**config.mk**
```make
export PLATFORM = sky130hd
export DESIGN_NAME = lc3_decode_stage_flat
export DESIGN_NICKNAME = d
export VERILOG_FILES = /design/src/rtl/lc3_decode_stage_if.sv /design/src/rtl/lc3_decode_stage.sv /design/src/flat_wrapper.sv
export SDC_FILE = /design/constraint.sdc
export NUM_CORES = 1
export LEC_CHECK = 0
export CORE_UTILIZATION = 35
export CTS_CLUSTER_DIAMETER = 120
export DETAILED_ROUTE_END_ITERATION = 8
export HOLD_SLACK_MARGIN = 0.03
export PLACE_DENSITY = 0.81
export SKIP_CTS_REPAIR_TIMING = 1
export SLEW_MARGIN = 10
export SYNTH_ARGS = -nofsm -noshare
export SYNTH_HDL_FRONTEND = slang
export SYNTH_SLANG_ARGS = --single-unit
```
**constraint.sdc**
```tcl
create_clock -name clock -period 1.8 [get_ports clock]
set_clock_uncertainty 0.15 [all_clocks]
set_input_delay 0.54 -clock clock [delete_from_list [all_inputs] [get_ports clock]]
set_output_delay 0.54 -clock clock [all_outputs]
set_load 0.01 [all_outputs]
```
**src/rtl/lc3_decode_stage_if.sv**
```systemverilog
// Decode-stage port bundle: fetch-side request (enable/instruction/NPC) plus the
// registered IR, NPC and control words handed to the execute stage.
interface lc3_decode_stage_if;
  logic        enable_decode;
  logic [15:0] dout;
  logic [15:0] npc_in;

  logic [15:0] IR;
  logic [15:0] npc_out;
  logic [5:0]  E_Control;
  logic [1:0]  W_Control;
  logic        Mem_Control;
  logic        decode_valid;
  logic        illegal_op;

  modport master (
    output enable_decode, dout, npc_in,
    input  IR, npc_out, E_Control, W_Control, Mem_Control, decode_valid, illegal_op
  );

  modport slave (
    input  enable_decode, dout, npc_in,
    output IR, npc_out, E_Control, W_Control, Mem_Control, decode_valid, illegal_op
  );
endinterface

```
**src/rtl/lc3_decode_stage.sv**
```systemverilog
// LC-3 decode stage: registers IR/NPC and the execute/writeback/memory control words.
// Latency 1 cycle; no backpressure -- enable_decode low simply holds state and drops decode_valid.
module lc3_decode_stage #(
  parameter int INSTR_W = 16
) (
  input  logic              clock,
  input  logic              reset,
  lc3_decode_stage_if.slave dec
);

  typedef enum logic [3:0] {
    OP_BR   = 4'b0000,
    OP_ADD  = 4'b0001,
    OP_LD   = 4'b0010,
    OP_ST   = 4'b0011,
    OP_JSR  = 4'b0100,
    OP_AND  = 4'b0101,
    OP_LDR  = 4'b0110,
    OP_STR  = 4'b0111,
    OP_RTI  = 4'b1000,
    OP_NOT  = 4'b1001,
    OP_LDI  = 4'b1010,
    OP_STI  = 4'b1011,
    OP_JMP  = 4'b1100,
    OP_RES  = 4'b1101,
    OP_LEA  = 4'b1110,
    OP_TRAP = 4'b1111
  } opcode_e;

  typedef struct packed {
    logic [1:0] alu_control;
    logic [1:0] pcselect1;
    logic       pcselect2;
    logic       op2select;
  } e_ctrl_t;

  localparam logic [1:0] ALU_ADD  = 2'b00;
  localparam logic [1:0] ALU_AND  = 2'b01;
  localparam logic [1:0] ALU_NOT  = 2'b10;

  localparam logic [1:0] PC1_NONE = 2'b00;
  localparam logic [1:0] PC1_OFF9 = 2'b01;
  localparam logic [1:0] PC1_OFF6 = 2'b10;
  localparam logic [1:0] PC1_ZERO = 2'b11;

  localparam logic [1:0] WB_ALU   = 2'b00;
  localparam logic [1:0] WB_MEM   = 2'b01;
  localparam logic [1:0] WB_LEA   = 2'b10;

  opcode_e             opcode;
  e_ctrl_t             dec_e;
  logic [1:0]          dec_w;
  logic                dec_mem;
  logic                dec_illegal;

  logic [INSTR_W-1:0]  ir_d,      ir_q;
  logic [INSTR_W-1:0]  npc_d,     npc_q;
  e_ctrl_t             e_ctrl_d,  e_ctrl_q;
  logic [1:0]          w_ctrl_d,  w_ctrl_q;
  logic                mem_ctrl_d, mem_ctrl_q;
  logic                valid_d,   valid_q;
  logic                illegal_d, illegal_q;

  assign opcode = opcode_e'(dec.dout[15:12]);

  // Pure instruction decode; illegal opcodes fall through with all control words zero.
  always_comb begin
    dec_e       = '0;
    dec_w       = WB_ALU;
    dec_mem     = 1'b0;
    dec_illegal = 1'b0;
    case (opcode)
      OP_ADD: begin
        dec_e.alu_control = ALU_ADD;
        dec_e.op2select   = ~dec.dout[5];
      end
      OP_AND: begin
        dec_e.alu_control = ALU_AND;
        dec_e.op2select   = ~dec.dout[5];
      end
      OP_NOT: begin
        dec_e.alu_control = ALU_NOT;
      end
      OP_BR, OP_ST: begin
        dec_e.pcselect1 = PC1_OFF9;
        dec_e.pcselect2 = 1'b1;
      end
      OP_LD: begin
        dec_e.pcselect1 = PC1_OFF9;
        dec_e.pcselect2 = 1'b1;
        dec_w           = WB_MEM;
      end
      OP_LDI: begin
        dec_e.pcselect1 = PC1_OFF9;
        dec_e.pcselect2 = 1'b1;
        dec_w           = WB_MEM;
        dec_mem         = 1'b1;
      end
      OP_STI: begin
        dec_e.pcselect1 = PC1_OFF9;
        dec_e.pcselect2 = 1'b1;
        dec_mem         = 1'b1;
      end
      OP_LEA: begin
        dec_e.pcselect1 = PC1_OFF9;
        dec_e.pcselect2 = 1'b1;
        dec_w           = WB_LEA;
      end
      OP_LDR: begin
        dec_e.pcselect1 = PC1_OFF6;
        dec_w           = WB_MEM;
      end
      OP_STR: begin
        dec_e.pcselect1 = PC1_OFF6;
      end
      OP_JMP: begin
        dec_e.pcselect1 = PC1_ZERO;
      end
      OP_JSR, OP_RTI, OP_RES, OP_TRAP: begin
        dec_illegal = 1'b1;
      end
      default: begin
        dec_e.pcselect1 = PC1_NONE;
      end
    endcase
  end

  // The decode result is only selected under a known enable, so junk on dout while idle never lands.
  always_comb begin
    ir_d       = ir_q;
    npc_d      = npc_q;
    e_ctrl_d   = e_ctrl_q;
    w_ctrl_d   = w_ctrl_q;
    mem_ctrl_d = mem_ctrl_q;
    illegal_d  = illegal_q;
    valid_d    = 1'b0;
    if (dec.enable_decode) begin
      ir_d       = dec.dout;
      npc_d      = dec.npc_in;
      e_ctrl_d   = dec_e;
      w_ctrl_d   = dec_w;
      mem_ctrl_d = dec_mem;
      illegal_d  = dec_illegal;
      valid_d    = 1'b1;
    end
  end

  always_ff @(posedge clock or posedge reset) begin
    if (reset) begin
      ir_q       <= '0;
      npc_q      <= '0;
      e_ctrl_q   <= '0;
      w_ctrl_q   <= '0;
      mem_ctrl_q <= 1'b0;
      valid_q    <= 1'b0;
      illegal_q  <= 1'b0;
    end else begin
      ir_q       <= ir_d;
      npc_q      <= npc_d;
      e_ctrl_q   <= e_ctrl_d;
      w_ctrl_q   <= w_ctrl_d;
      mem_ctrl_q <= mem_ctrl_d;
      valid_q    <= valid_d;
      illegal_q  <= illegal_d;
    end
  end

  assign dec.IR           = ir_q;
  assign dec.npc_out      = npc_q;
  assign dec.E_Control    = e_ctrl_q;
  assign dec.W_Control    = w_ctrl_q;
  assign dec.Mem_Control  = mem_ctrl_q;
  assign dec.decode_valid = valid_q;
  assign dec.illegal_op   = illegal_q;

endmodule

```
**src/flat_wrapper.sv**
```systemverilog
// flat-port wrapper written by rule: the top's interface ports become plain ports
module lc3_decode_stage_flat 
#(
  parameter int INSTR_W = 16
)
  (clock, reset, dec_enable_decode, dec_dout, dec_npc_in, dec_IR, dec_npc_out, dec_E_Control, dec_W_Control, dec_Mem_Control, dec_decode_valid, dec_illegal_op);
  lc3_decode_stage_if dec_i ();
  input  logic clock;
  input  logic reset;
  input wire logic [$bits(dec_i.enable_decode)-1:0] dec_enable_decode;
  input wire logic [$bits(dec_i.dout)-1:0] dec_dout;
  input wire logic [$bits(dec_i.npc_in)-1:0] dec_npc_in;
  output wire logic [$bits(dec_i.IR)-1:0] dec_IR;
  output wire logic [$bits(dec_i.npc_out)-1:0] dec_npc_out;
  output wire logic [$bits(dec_i.E_Control)-1:0] dec_E_Control;
  output wire logic [$bits(dec_i.W_Control)-1:0] dec_W_Control;
  output wire logic [$bits(dec_i.Mem_Control)-1:0] dec_Mem_Control;
  output wire logic [$bits(dec_i.decode_valid)-1:0] dec_decode_valid;
  output wire logic [$bits(dec_i.illegal_op)-1:0] dec_illegal_op;
  assign dec_i.enable_decode = dec_enable_decode;
  assign dec_i.dout = dec_dout;
  assign dec_i.npc_in = dec_npc_in;
  assign dec_IR = dec_i.IR;
  assign dec_npc_out = dec_i.npc_out;
  assign dec_E_Control = dec_i.E_Control;
  assign dec_W_Control = dec_i.W_Control;
  assign dec_Mem_Control = dec_i.Mem_Control;
  assign dec_decode_valid = dec_i.decode_valid;
  assign dec_illegal_op = dec_i.illegal_op;
  lc3_decode_stage #(.INSTR_W(INSTR_W)) u_core (.clock(clock), .reset(reset), .dec(dec_i));
endmodule
```
Run 1, M2 wires:
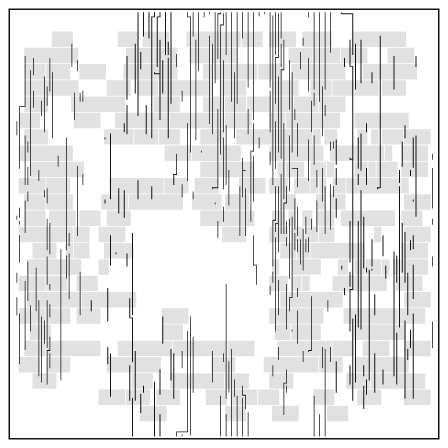
share of all routed wire	52%
main direction	vertical
longest straight run	37.3 µm
wire length on this layer	1990 µm

Run 1, register map, names as in the netlist:
Other sequential cells in the stronger gray, the rest of the logic in the fainter gray.
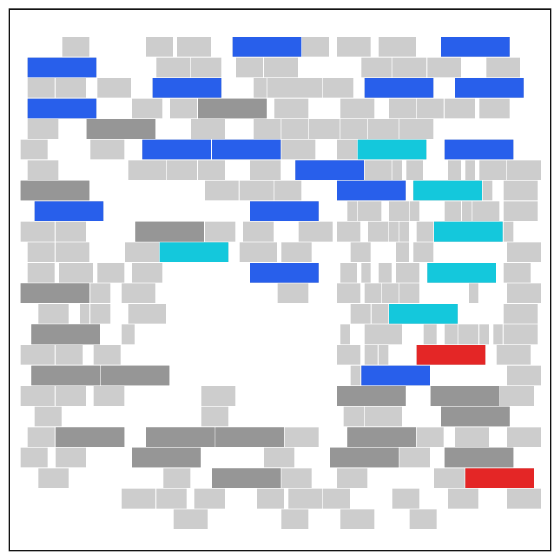
signal	color	placed flops
u_core.dec.E_Control	cyan	6
u_core.dec.IR	blue	16
u_core.dec.W_Control	red	2

Run 1, the metal 3 layer:
The bar under the picture is 20 µm long.
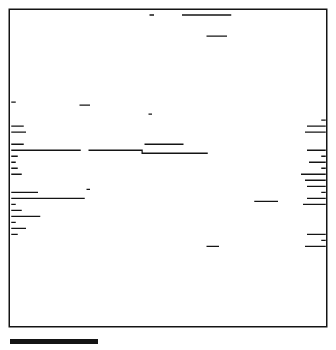
nets with wire on the layer	37
share of all routed wire	4.6%
main direction	horizontal
wire length on this layer	177 µm
longest straight run	16.3 µm
fraction of met3 tracks used by global routing: 0.0394
routed via count: 1247
Total Wirelength: 3.84 mm

==> summary.txt, run 1 <==
The run has ended; figures from its reports follow.

The run finished with clean final reports. From synthesis to final layout, the design area changed by 62.9%. The tightest slew margin relative to the limit is 0.788. The mapped cell area came out at 1690 µm².

The final tally of hold violations is 0. The clock period could shrink to 1.64 ns. The area of all sequential standard cells came out at about 1100 µm². The worst setup path is of the primary input to flop kind. The internal power summed over all cells is 1.63 mW. The via count of the first global-routing pass is 1373. The final net count is approximately 240. Using the TritonRoute via totals, the vias-per-cell ratio works out to 4.81. Fill cells in the final layout number 352. The die span in x came out at between 70 and 80 µm. The power dissipated by switching net loads is 0.532 mW. The number of violations of the max-capacitance limit came out at 0.

The synthesized instance count is approximately 120. The count of library flops with an enable pin came out at 0. Once layout is complete, the utilization of the core stands at 0.612. The initial detailed-routing violation count is a little over 60. The critical path data arrival time came out at 1.70 ns. CTS placed an instance of clkbuf_8 at the clock tree root. Summed over all layers, the global routing overflow is 0. The initial antenna violation count came out at 0. The number of iterations in the first detailed-routing pass came out at 4. The count of buffers added on input and output ports is 77. Setup repair after global routing left no endpoint under its margin. The switching share of power came out at 0.246.

According to the floorplan log, the row count is 24. The clock latency at the later pin of the worst-skew pair is 0.30 ns. Warnings reported by Yosys during synthesis add up to 0. The sum of net half-perimeters after detailed placement is 2.64 mm. The most critical min-delay path falls under flop to flop. The relative contribution of sequential cells to total power came out at 0.505.

The pin count of the biggest net entering global routing came out at 51. Prior to clock tree synthesis, the placed netlist has a worst setup slack of -0.127 ns. The critical path capture point type is a flop.
[run 1: cells by family after synthesis]
group	synth area share
compound gates	0.0459
xor+xnor	0.00518
buf+inv	0.0444
flops	0.636
mux	0.219
simple gates	0.0496
[run 1: power by group through the flow]
stage          clock network [mW]  registers [mW]  logic [mW]
2_1_floorplan                   0            1.16       0.139
3_3_place_gp                    0            1.11       0.472
3_5_place_dp                    0            1.12       0.480
4_1_cts                     0.635            1.10       0.482
5_1_grt                     0.672            1.11       0.488
6_report                    0.618            1.09       0.453
[run 1: final cells by class]
type / instances / share of cell area
Inverter: 9 / 0.0123
Sequential cell: 43 / 0.390
Multi-Input combinational cell: 62 / 0.196
Clock buffer: 6 / 0.0300
Timing Repair Buffer: 86 / 0.346
Tap cell: 52 / 0.0236
Clock inverter: 1 / 0.00182
[run 1: cells in the final DEF, fill, tap and decap left out, drive strengths merged, types with 2 or more instances in the layout]
| master | count |
|---|---|
| dlymetal6s2s | 43 |
| a31oi | 2 |
| clkbuf | 6 |
| nor2 | 4 |
| o22ai | 2 |
| buf | 10 |
| o21ai | 4 |
| clkdlybuf4s50 | 33 |
| mux2 | 32 |
| nand3 | 2 |
| nand2 | 4 |
| inv | 8 |
| clkinv | 2 |
| dfrtp | 43 |
[run 1: layer usage]
layer / GRT usage / wire length, µm
met1: 0.184 / 1550
met2: 0.262 / 1990
met3: 0.0394 / 176
met4: 0.100 / 118
met5: 0 / 0
[run 1: state kept, by name (all words and copies together), names as in the netlist]
signal and flops:
u_core.dec.W_Control 2, u_core.dec.IR 16, u_core.dec.illegal_op 1, u_core.dec.Mem_Control 1, u_core.dec.decode_valid 1, u_core.dec.E_Control 6, u_core.dec.npc_out 16
==> run 2: changes to the inputs <==
--- a/config.mk
+++ b/config.mk
@@ -11,7 +11,7 @@
 export HOLD_SLACK_MARGIN = 0.03
 export PLACE_DENSITY = 0.81
 export SKIP_CTS_REPAIR_TIMING = 1
-export SLEW_MARGIN = 10
+export SLEW_MARGIN = 20
 export SYNTH_ARGS = -nofsm -noshare
 export SYNTH_HDL_FRONTEND = slang
 export SYNTH_SLANG_ARGS = --single-unit
Run 2, register map, names as in the netlist:
Other sequential cells in the stronger gray, the rest of the logic in the fainter gray.
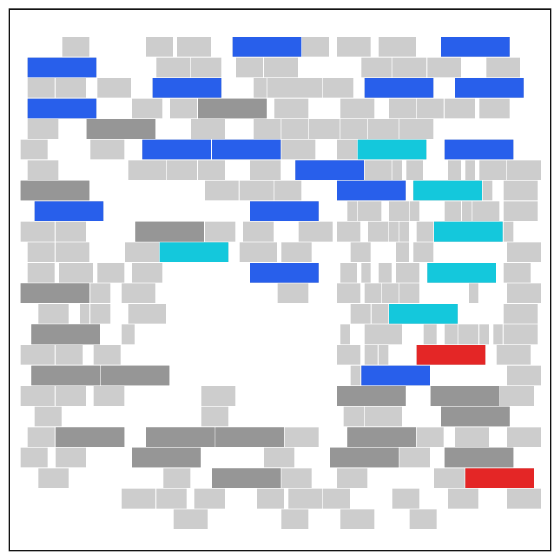
signal	color	placed flops
u_core.dec.E_Control	cyan	6
u_core.dec.IR	blue	16
u_core.dec.W_Control	red	2

==> run 2 against run 1 <==
Against the previous run: synthesized cell count did not move; global-route usage did not move; register-to-register slack barely moved; die size did not move; count of clock-buffer cells in the layout did not move; sequential share of layout area did not move; critical path type unchanged; largest power group unchanged.
==> summary.txt, run 2 <==
The run has ended; figures from its reports follow.

The flow ran to the end, and the final reports show no timing, DRC or antenna violations. Setup repair after global routing left no endpoint under its margin. The area of all sequential standard cells came out at 1080 µm² (unchanged).

The proportion of cell area occupied by registers came out at 0.390 (unchanged). The number of core rows is 24 (unchanged). The initial detailed-routing violation count was 61 (unchanged). The cell sitting at the root of the clock tree is a clkbuf_8. The warning count from the yosys run came out at 0 (unchanged).

The mapped cell area came out at 1690 µm² (unchanged). The synthesized instance count came to 121 (unchanged). The largest contributor to cell area by class is flip-flops and latches. The final net count is 242 (unchanged). For this run, the script counts the antenna cells in the layout as 0.

The non-clock inverter total of the final layout was 9 (unchanged). The share of cell area taken by multi-input logic gates came out at 0.196 (unchanged). The worst setup path is captured at a flop. The overall routed net length is 3.84 mm (unchanged). The count of library flops with an enable pin came out at 0 (unchanged).

The clock latency at the later pin of the worst-skew pair came out at 0.30 ns (about the same). The initial antenna violation count came out at 0 (unchanged). The critical path data arrival time is 1.70 ns (about the same). The count of buffers inserted at the top-level ports is 77 (unchanged). The final tally of hold violations was 0 (unchanged). The classification of the worst setup path is primary input to flop. The buffer share of cell area is 0.346 (unchanged). The count of filler cells inserted in the layout was 352 (unchanged). The die span in x came out at 71.5 µm (unchanged). The clock network contribution to total cell area came to 0.0318 (unchanged). The tightest slew margin relative to the limit is 0.788 (unchanged). The number of violations of the max-capacitance limit came out at 0 (unchanged).

The sum of net half-perimeters after detailed placement is 2.64 mm (unchanged). The aggregate global routing overflow was 0 (unchanged). The library cells used most frequently in the layout, excluding fill and tap cells, are dlymetal6s2s_1, dfrtp_1, clkdlybuf4s50_1, mux2_2. The slowest cell on the critical path is clkdlybuf4s50_1. Yosys reports a chip area of 1690 µm². The growth of design area from synthesis to finish is 62.9% (unchanged). The area taken by multi-input combinational cells is reported as 541 µm². The number of vias per cell after detailed routing came to 4.81 (unchanged).

The vias after detailed routing is 1247 (unchanged). The layout sequential cell count came to 43 (unchanged). The synthesis run shows the most used standard cells to be dfrtp_1, mux2_2, inv_1. The pin count of the biggest net entering global routing was 51 (unchanged). The number of iterations in the first detailed-routing pass is 4 (unchanged). The post-layout minimum cycle time is 1.64 ns (unchanged). The tap cell count is 52 (unchanged). The number of buffers and inverters on the critical path is 2.

For this run, the final setup violation count is recorded as 0. The via count of the first global-routing pass is 1373 (unchanged). The non-clock buffer count in the final layout came to 86 (unchanged).
## run 2: cell counts in the layout (fill, tap and decap cells not counted)
No cell type changed its count.
## run 2: through the flow
step	hold WS, ns	instances	worst slack, ns	setup TNS [ns]	utilization
5_1_grt	0.374	259	0.0883	0	0.612
3_5_place_dp	0.318	252	-0.127	-0.549	0.569
3_3_place_gp	0.316	252	-0.110	-0.366	0.569
6_report	0.351	259	0.164	0	0.612
4_1_cts	0.336	259	-0.113	-3.77	0.588
2_1_floorplan	0.366	121	0.107	0	-
## run 2: layer usage
metal  track usage  wire length (µm)  vias up  share of wire
li1              -                 -      588              -
met1         0.184              1550      605           0.40
met2         0.262              1990       44           0.52
met3        0.0394               176       10          0.046
met4         0.100               118        0          0.031
met5             0                 0        -              0
## run 2: power by group
part	switching [mW]	internal [mW]	leakage, nW
Combinational	0.174	0.279	1.01
Sequential	0.0410	1.05	0.516
Clock	0.317	0.301	0.0470
## run 2: path summary, 6_finish.rpt
path	depth (start not counted)	endpoint	slack [ns]
max	5	u_core.dec.illegal_op$_DFFE_PP0P_	0.16
min	1	u_core.dec.E_Control[2]$_DFFE_PP0P_	0.35
max reg2reg	1	u_core.dec.IR[10]$_DFFE_PP0P_	0.87
min reg2reg	1	u_core.dec.E_Control[2]$_DFFE_PP0P_	0.35
max in group asynchronous	3	u_core.dec.npc_out[12]$_DFFE_PP0P_	0.82
min in group asynchronous	3	u_core.dec.illegal_op$_DFFE_PP0P_	0.42
## run 2: logic make-up (layout without fill, tap and decap cells)
kind of cell | count (synthesis) | in the layout | synth area share
flops | 43 | 43 | 0.636
mux | 33 | 33 | 0.219
simple gates | 16 | 16 | 0.0496
buf+inv | 16 | 102 | 0.0444
compound gates | 12 | 12 | 0.0459
xor+xnor | 1 | 1 | 0.00518
Run 2, gate families picked out:
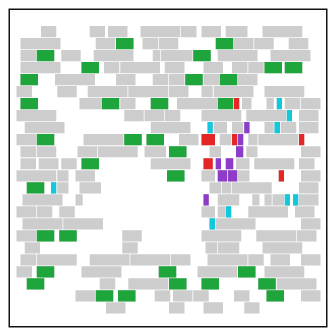

==> run 3: changes to the inputs <==
--- a/config.mk
+++ b/config.mk
@@ -5,6 +5,7 @@
 export SDC_FILE = /design/constraint.sdc
 export NUM_CORES = 1
 export LEC_CHECK = 0
+export CORE_ASPECT_RATIO = 1.1
 export CORE_UTILIZATION = 35
 export CTS_CLUSTER_DIAMETER = 120
 export DETAILED_ROUTE_END_ITERATION = 8
Run 3, gate families picked out:
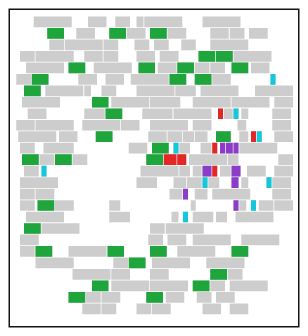
family	color	cells	most used
multiplexers	green	33	mux2_2
NAND gates	purple	8	nand2_1
inverters	cyan	9	inv_1
NOR gates	red	6	nor2_1

==> run 3 against run 2 <==
Against the previous run: clock power fell by 3%; flip-flop count did not move; cell count rose by 1.5%.
==> summary.txt, run 3 <==
The run has ended; figures from its reports follow.

The via count of the first global-routing pass is 1269 (-7.6%). The aggregate global routing overflow came out at 0 (unchanged). The count of buffers inserted at the top-level ports came out at 77 (unchanged). The synthesized instance count is 121 (unchanged).

The count of library flops with an enable pin came out at 0 (unchanged). The power group with the highest consumption is registers. The yosys-reported design area after synthesis is 1690 µm² (unchanged).

The critical path capture point type is a flop. The post-layout minimum cycle time was 1.66 ns (+0.0263 ns). The vias after detailed routing came out at 1245 (-0.16%).

The simple-gate share of the synthesized area came to 0.0496 (unchanged). The share of power burned in combinational logic came out at 0.213 (+0.004). The sum of net half-perimeters after detailed placement is 2.73 mm (+3.2%).

The final number of setup-violating endpoints came out at 0 (unchanged). Setup repair after global routing left no endpoint under its margin. The initial antenna violation count was 0 (unchanged). The count of placed standard cells in the final layout, fillers left out came to 263 (+1.5%). The arithmetic-cell share of the synthesized area counting full adders, half adders and majority gates is 0 (unchanged).

The total clock network power is 0.598 mW (-3%). The final tally of hold violations came to 0 (unchanged). The clock latency at the later pin of the worst-skew pair is 0.29 ns (about the same). The total placed cells including tap cells is 255 (+1.2%). The warning count from the yosys run is 0 (unchanged). The worst-case setup slack after placement came out at -0.173 ns (-0.0460 ns). The run finished with clean final reports. The die span in x is 68.3 µm (-4.5%). The mapped cell area was 1690 µm² (unchanged). The tightest slew margin relative to the limit is 0.822 (+0.0342). The overall routed net length is 3.81 mm (-0.99%). For reference, the most critical setup path is categorized as primary input to flop. The number of violations of the max-capacitance limit is 0 (unchanged). Among all stages on the critical path, the largest delay is contributed by clkdlybuf4s50_1.

The initial detailed-routing violation count came to 102 (+67%). The clock network fraction of total power came out at 0.278 (-0.007). The growth of design area from synthesis to finish is 64.1%. The area share of xor/xnor cells in the synthesized design is 0.00518 (unchanged). The relative contribution of sequential cells to total power is 0.509 (+0.004). The pin count of the biggest net entering global routing is 44 (-14%). The compound-gate portion of the synthesized area is 0.0459 (unchanged).
[run 3: final cells by class]
type | count | area [µm²]
Clock buffer | 6 | 72.6
Clock inverter | 2 | 12.5
Fill cell | 376 | 1880
Inverter | 9 | 33.8
Multi-Input combinational cell | 62 | 541
Sequential cell | 43 | 1080
Tap cell | 56 | 70.1
Timing Repair Buffer | 85 | 971
[run 3: final timing paths]
kind	from	end	slack [ns]	cells past startpoint
worst max register to register	u_core.dec.IR[0]$_DFFE_PP0P_	u_core.dec.IR[0]$_DFFE_PP0P_	0.88	1
min in group asynchronous	reset	u_core.dec.E_Control[5]$_DFFE_PP0P_	0.43	3
worst max-delay path	dec_dout[15]	u_core.dec.E_Control[0]$_DFFE_PP0P_	0.14	4
max in group asynchronous	reset	u_core.dec.npc_out[8]$_DFFE_PP0P_	0.86	3
worst min register to register	u_core.dec.E_Control[2]$_DFFE_PP0P_	u_core.dec.E_Control[2]$_DFFE_PP0P_	0.35	1
worst min-delay path	u_core.dec.E_Control[2]$_DFFE_PP0P_	u_core.dec.E_Control[2]$_DFFE_PP0P_	0.35	1
[run 3: stage by stage]
step / utilization / area, µm² / hold WS, ns / total power [mW]
after floorplan: - / 1690 / 0.366 / 1.30
after global placement: 0.555 / 2580 / 0.318 / 1.59
after detailed placement: 0.555 / 2580 / 0.336 / 1.60
after CTS: 0.574 / 2670 / 0.356 / 2.21
after global routing: 0.597 / 2780 / 0.372 / 2.25
final: 0.597 / 2780 / 0.351 / 2.15
[run 3: per-layer routing]
layer | share of wire | up-vias | track usage
met4 | 0.024 | 0 | 0.0694
met5 | 0 | - | 0
met3 | 0.040 | 7 | 0.0455
li1 | - | 580 | -
met1 | 0.40 | 620 | 0.180
met2 | 0.54 | 38 | 0.268
Power and IR drop assume default switching activity.
